--- src/rtl/uart_rx_fifo_ctrl.sv ---
// ---------------------------------------------------------------------------
// uart_rx_fifo_ctrl
//   Receive-side buffer between the UART receiver and the APB register block.
//   Each byte strobed by the receiver is stored with its parity/framing error
//   bits in a DEPTH-entry first-word-fall-through FIFO. The block keeps sticky
//   overflow status and raises a threshold interrupt and a character-timeout
//   interrupt (timed in x16 baud enable ticks).
//
//   Handshake: there is no backpressure. rx_wr and rd_en are single-cycle
//   strobes sampled on the rising clk edge. A write is taken whenever a slot
//   is free after the same-edge pop. A pop happens only if the FIFO holds
//   data. rd_data/rd_perr/rd_ferr always show the head entry and read as 0
//   when the FIFO is empty.
//
// Ports
//   clk, reset_n            clock, synchronous active-low reset
//   baud_en                 x16 baud enable pulse
//   rx_wr, rx_data,
//   rx_perr, rx_ferr        receiver write strobe and entry fields
//   rd_en                   pop strobe from the bus interface
//   thresh                  threshold interrupt level (0 = disabled)
//   clr_err                 clears overflow
//   rd_data, rd_perr,
//   rd_ferr                 head entry (fall-through)
//   rx_rdy, full, count     occupancy status
//   overflow                sticky "a byte was dropped"
//   thresh_irq, timeout_irq registered level interrupts
//   dbg_state               timeout FSM state (0 IDLE, 1 ARMED, 2 EXPIRED)
// ---------------------------------------------------------------------------
module uart_rx_fifo_ctrl #(
  parameter int DEPTH         = 16,
  parameter int TIMEOUT_TICKS = 640,
  localparam int AW           = $clog2(DEPTH)
) (
  input  logic          clk,
  input  logic          reset_n,
  input  logic          baud_en,
  input  logic          rx_wr,
  input  logic [7:0]    rx_data,
  input  logic          rx_perr,
  input  logic          rx_ferr,
  input  logic          rd_en,
  input  logic [AW-1:0] thresh,
  input  logic          clr_err,
  output logic [7:0]    rd_data,
  output logic          rd_perr,
  output logic          rd_ferr,
  output logic          rx_rdy,
  output logic          full,
  output logic [AW:0]   count,
  output logic          overflow,
  output logic          thresh_irq,
  output logic          timeout_irq,
  output logic [1:0]    dbg_state
);

  typedef enum logic [1:0] {
    IDLE    = 2'd0,
    ARMED   = 2'd1,
    EXPIRED = 2'd2
  } tmo_state_t;

  localparam logic [AW:0] FULL_CNT = (AW+1)'(DEPTH);
  localparam logic [9:0]  TLAST    = 10'(TIMEOUT_TICKS - 1);

  logic [9:0]    mem [DEPTH];
  logic [AW-1:0] wptr;
  logic [AW-1:0] rptr;
  logic [AW:0]   count_nxt;
  logic [9:0]    tcnt;
  logic [9:0]    tcnt_nxt;
  tmo_state_t    state;
  tmo_state_t    state_nxt;

  logic       wr_acc;
  logic       rd_acc;
  logic       drop;
  logic       activity;
  logic [9:0] head;

  // A pop frees a slot on the same edge, so a write into a full FIFO is
  // still accepted when rd_en is present.
  assign rd_acc   = rd_en && (count != '0);
  assign wr_acc   = rx_wr && ((count != FULL_CNT) || rd_en);
  assign drop     = rx_wr && (count == FULL_CNT) && !rd_en;
  assign activity = rx_wr || rd_en;

  always_comb begin
    count_nxt = count;
    if (wr_acc && !rd_acc) begin
      count_nxt = count + 1'b1;
    end else if (rd_acc && !wr_acc) begin
      count_nxt = count - 1'b1;
    end
  end

  // Storage is deliberately not reset.
  always_ff @(posedge clk) begin
    if (reset_n && wr_acc) begin
      mem[wptr] <= {rx_ferr, rx_perr, rx_data};
    end
  end

  always_ff @(posedge clk) begin
    if (!reset_n) begin
      wptr       <= '0;
      rptr       <= '0;
      count      <= '0;
      overflow   <= 1'b0;
      thresh_irq <= 1'b0;
    end else begin
      if (wr_acc) wptr <= wptr + 1'b1;
      if (rd_acc) rptr <= rptr + 1'b1;
      count <= count_nxt;
      // A new drop wins over a coincident clear.
      if (drop) begin
        overflow <= 1'b1;
      end else if (clr_err) begin
        overflow <= 1'b0;
      end
      thresh_irq <= (thresh != '0) && (count_nxt >= {1'b0, thresh});
    end
  end

  // Timeout FSM: state register
  always_ff @(posedge clk) begin
    if (!reset_n) begin
      state       <= IDLE;
      tcnt        <= '0;
      timeout_irq <= 1'b0;
    end else begin
      state       <= state_nxt;
      tcnt        <= tcnt_nxt;
      timeout_irq <= (state_nxt == EXPIRED);
    end
  end

  // Timeout FSM: next state. An empty FIFO forces IDLE from any state;
  // write/read activity takes priority over a baud tick.
  always_comb begin
    state_nxt = state;
    tcnt_nxt  = tcnt;
    if (count_nxt == '0) begin
      state_nxt = IDLE;
      tcnt_nxt  = '0;
    end else begin
      case (state)
        IDLE: begin
          if (wr_acc) begin
            state_nxt = ARMED;
            tcnt_nxt  = '0;
          end
        end
        ARMED: begin
          if (activity) begin
            tcnt_nxt = '0;
          end else if (baud_en) begin
            if (tcnt == TLAST) begin
              state_nxt = EXPIRED;
              tcnt_nxt  = '0;
            end else begin
              tcnt_nxt = tcnt + 1'b1;
            end
          end
        end
        EXPIRED: begin
          if (activity) begin
            state_nxt = ARMED;
            tcnt_nxt  = '0;
          end
        end
        default: begin
          state_nxt = IDLE;
          tcnt_nxt  = '0;
        end
      endcase
    end
  end

  assign head      = mem[rptr];
  assign rx_rdy    = (count != '0);
  assign full      = (count == FULL_CNT);
  assign rd_data   = rx_rdy ? head[7:0] : 8'h00;
  assign rd_perr   = rx_rdy ? head[8]   : 1'b0;
  assign rd_ferr   = rx_rdy ? head[9]   : 1'b0;
  assign dbg_state = state;

endmodule

--- config.mk ---
export PLATFORM = sky130hd
export DESIGN_NAME = uart_rx_fifo_ctrl
export DESIGN_NICKNAME = d
export VERILOG_FILES = /design/src/rtl/uart_rx_fifo_ctrl.sv
export SDC_FILE = /design/constraint.sdc
export NUM_CORES = 1
export LEC_CHECK = 0
export CORE_MARGIN = 3
export CORE_UTILIZATION = 27
export CTS_CLUSTER_SIZE = 20
export DETAILED_ROUTE_END_ITERATION = 12
export PLACE_DENSITY = 0.51
export SLEW_MARGIN = 20
export SYNTH_ARGS = -nofsm -noshare
export SYNTH_HDL_FRONTEND = slang
export SYNTH_SLANG_ARGS = --single-unit
--- constraint.sdc ---
create_clock -name clk -period 6.3 [get_ports clk]
set_input_delay 1.26 -clock clk [delete_from_list [all_inputs] [get_ports clk]]
set_output_delay 1.26 -clock clk [all_outputs]
set_load 0.05 [all_outputs]
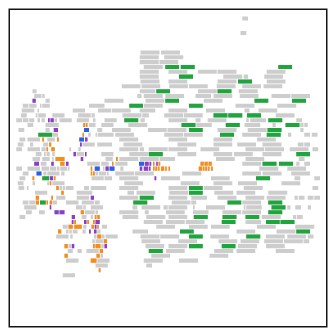
Figure 1: selected gate families.
color	family	cells	most used
purple	NAND gates	34	nand2_1
orange	NOR gates	62	nor2_1
green	multiplexers	53	mux4_2
blue	XOR/XNOR gates	6	xor2_1
final std cells w/o fill: 902
Top cell excl fill/tap: edfxtp_1

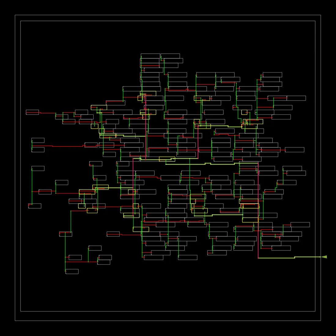
Figure 2: clock nets.
clk sinks: 192
Clock Skews: 0.007259 ns
clk latency late pin: 0.43 ns
CLK BUF: 18
flop count: 192

==> qor.csv <==
metric,value,unit
fp_nets,492,
synth.most_common_cell,edfxtp_1,
worstMarginPinSlew,1.001,ns
synth_cells,460,
diodes,0,
rsz0062_at_grt,false,
drcViolationCount,0,
cts_buffers,17,
cp-start-kind,register,
synth-cells-yosys,460,
layout_top_cells,"160 x edfxtp_1, 50 x mux4_2, 41 x clkdlybuf4s50_1",
yosysSeqAreaShare,0.6856,
synth_area,7943,µm²
grt_max_degree,41,
avgSynthCellArea,17.27,µm²
synth_flops,192,
cts.path.max_buffers,2,
dp.cells,870,
tool_warnings,30,
async_flop_share,0,
synth_top_cell_by_area,edfxtp_1,
worstReg2RegEnd,mem[7][5],
critPathMaxFanout,22,
finalHoldViolations,0,
layout_setup_ws,1.683,ns
drtAntennaViolNets,0,
cp.arrival,3.36,ns
critPathRequiredTime,5.04,ns
holdCritPathClass,register to register,
pre_cts_ws,1.686,ns
tns,0,ns
core-area,28860,µm²
top_cell_area_share,0.6049,
hold-path-endpoint,overflow,
first_pass_iters,5,
ys_area,7943,µm²
io_pins,42,
cts-hold-fix-buffers,0,
htreeDepth,4,
ir_drop,0.1565,mV
flop_cell,edfxtp_1,
port_buffers,41,
yosysUniqueCellTypes,56,
netlist_top_cells_count,"160 x edfxtp_1, 50 x mux4_2, 39 x nor2_1, 32 x dfxtp_1",
grt_pass1_vias,4545,
min_path_cells,2,
synthTopCellsByArea,"edfxtp_1 60%, mux4_2 14%, dfxtp_1 8.1%",
fp.dieH,177.5,µm
vias,4293,
drv_cap,0,
min_from,overflow,
slew_viol_final,0,
gp_congestion,0.7888,
clk_pin_slew,0.07,ns
grt_pass1_wl,27480,µm
r2r_start,count[0],
post-route-period-util,0.7329,
setup_violations,0,
fin_util,0.3252,
root_buffer,clkbuf_16,
reg_top3,"mem (160), tcnt (10), count (5)",
top_register,mem,
rows,62,
power_density,325.2,nW/µm²
status,finished clean,
drive_gt1_frac,0.2201,
dp_hpwl,11830,µm
holdWs,0.5088,ns
chipArea,31510,µm²
r2r_cells,6,
endpoint,rd_data[6],
ys_warn_count,0,
post_cts_buffers,0,
first_iter_violations,527,
fill_cells,2782,
min_period,4.617,ns
finalWirelength,17630,µm
logic_area,2381,µm²
cts_tree,yes,
regArea,5450,µm²
post_cts_resized,0,
gr-usage-all-layers,0.1176,
fp_util,0.2752,
largest_reg_flops,160,
endpoint_kind,output port,
final_nets,537,
die_w,177.5,µm
gr-total-overflow,0,
syn2layout_area_growth,18.16,%
slew_headroom,0.3300,
routedWlPerCell,19.55,µm
r2r_slack,3.10,ns
antenna_found_initial,1,
routing by layer:
metal | global-route usage | share of wire | vias to the layer above | routed length (µm)
met3 | 0.02610 | 0.046 | 15 | 815
met2 | 0.1766 | 0.46 | 112 | 8125
met4 | 0.03403 | 0.0098 | 2 | 173
met5 | 0 | 0.00074 | - | 13
li1 | - | - | 1918 | -
met1 | 0.1710 | 0.48 | 2246 | 8504
logic make-up (layout without fill, tap and decap cells):
family | after synthesis | after routing | synth area share
AOI/OAI and AO/OA | 49 | 49 | 0.04568
muxes | 53 | 53 | 0.1473
and+or+nand+nor | 116 | 116 | 0.07829
buffers and inverters | 32 | 90 | 0.01764
xor gates and xnor gates | 6 | 6 | 0.006616
DFF | 192 | 192 | 0.6856
adders and majority gates | 12 | 12 | 0.01890
through the flow:
stage          power [mW]  instance area, µm²
2_1_floorplan       1.851                7943
3_3_place_gp        2.026                8791
3_5_place_dp        2.030                8791
4_1_cts             3.082                9371
5_1_grt             3.171                9385
6_report            3.052                9385
critical path, cell delays in order (launching register included):
cell	delay, ns
dfxtp_2	0.45
buf_4	0.47
mux4_2	0.61
mux4_2	0.51
and2_1	0.18
clkdlybuf4s50_1	0.71
power breakdown:
group / leakage [nW] / switching, mW / internal [mW]
registers: 1.70 / 0.0374 / 1.39
logic: 0.901 / 0.325 / 0.238
clock network: 0.283 / 0.496 / 0.562
area by class of cell:
| class | instances | area share |
|---|---|---|
| Clock buffer | 18 | 0.04573 |
| Clock inverter | 14 | 0.01613 |
| Inverter | 12 | 0.004799 |
| Multi-Input combinational cell | 236 | 0.2537 |
| Sequential cell | 192 | 0.5807 |
| Tap cell | 384 | 0.05119 |
| Timing Repair Buffer | 46 | 0.04773 |
No activity file was given, so power comes from the tool's default toggle rates.
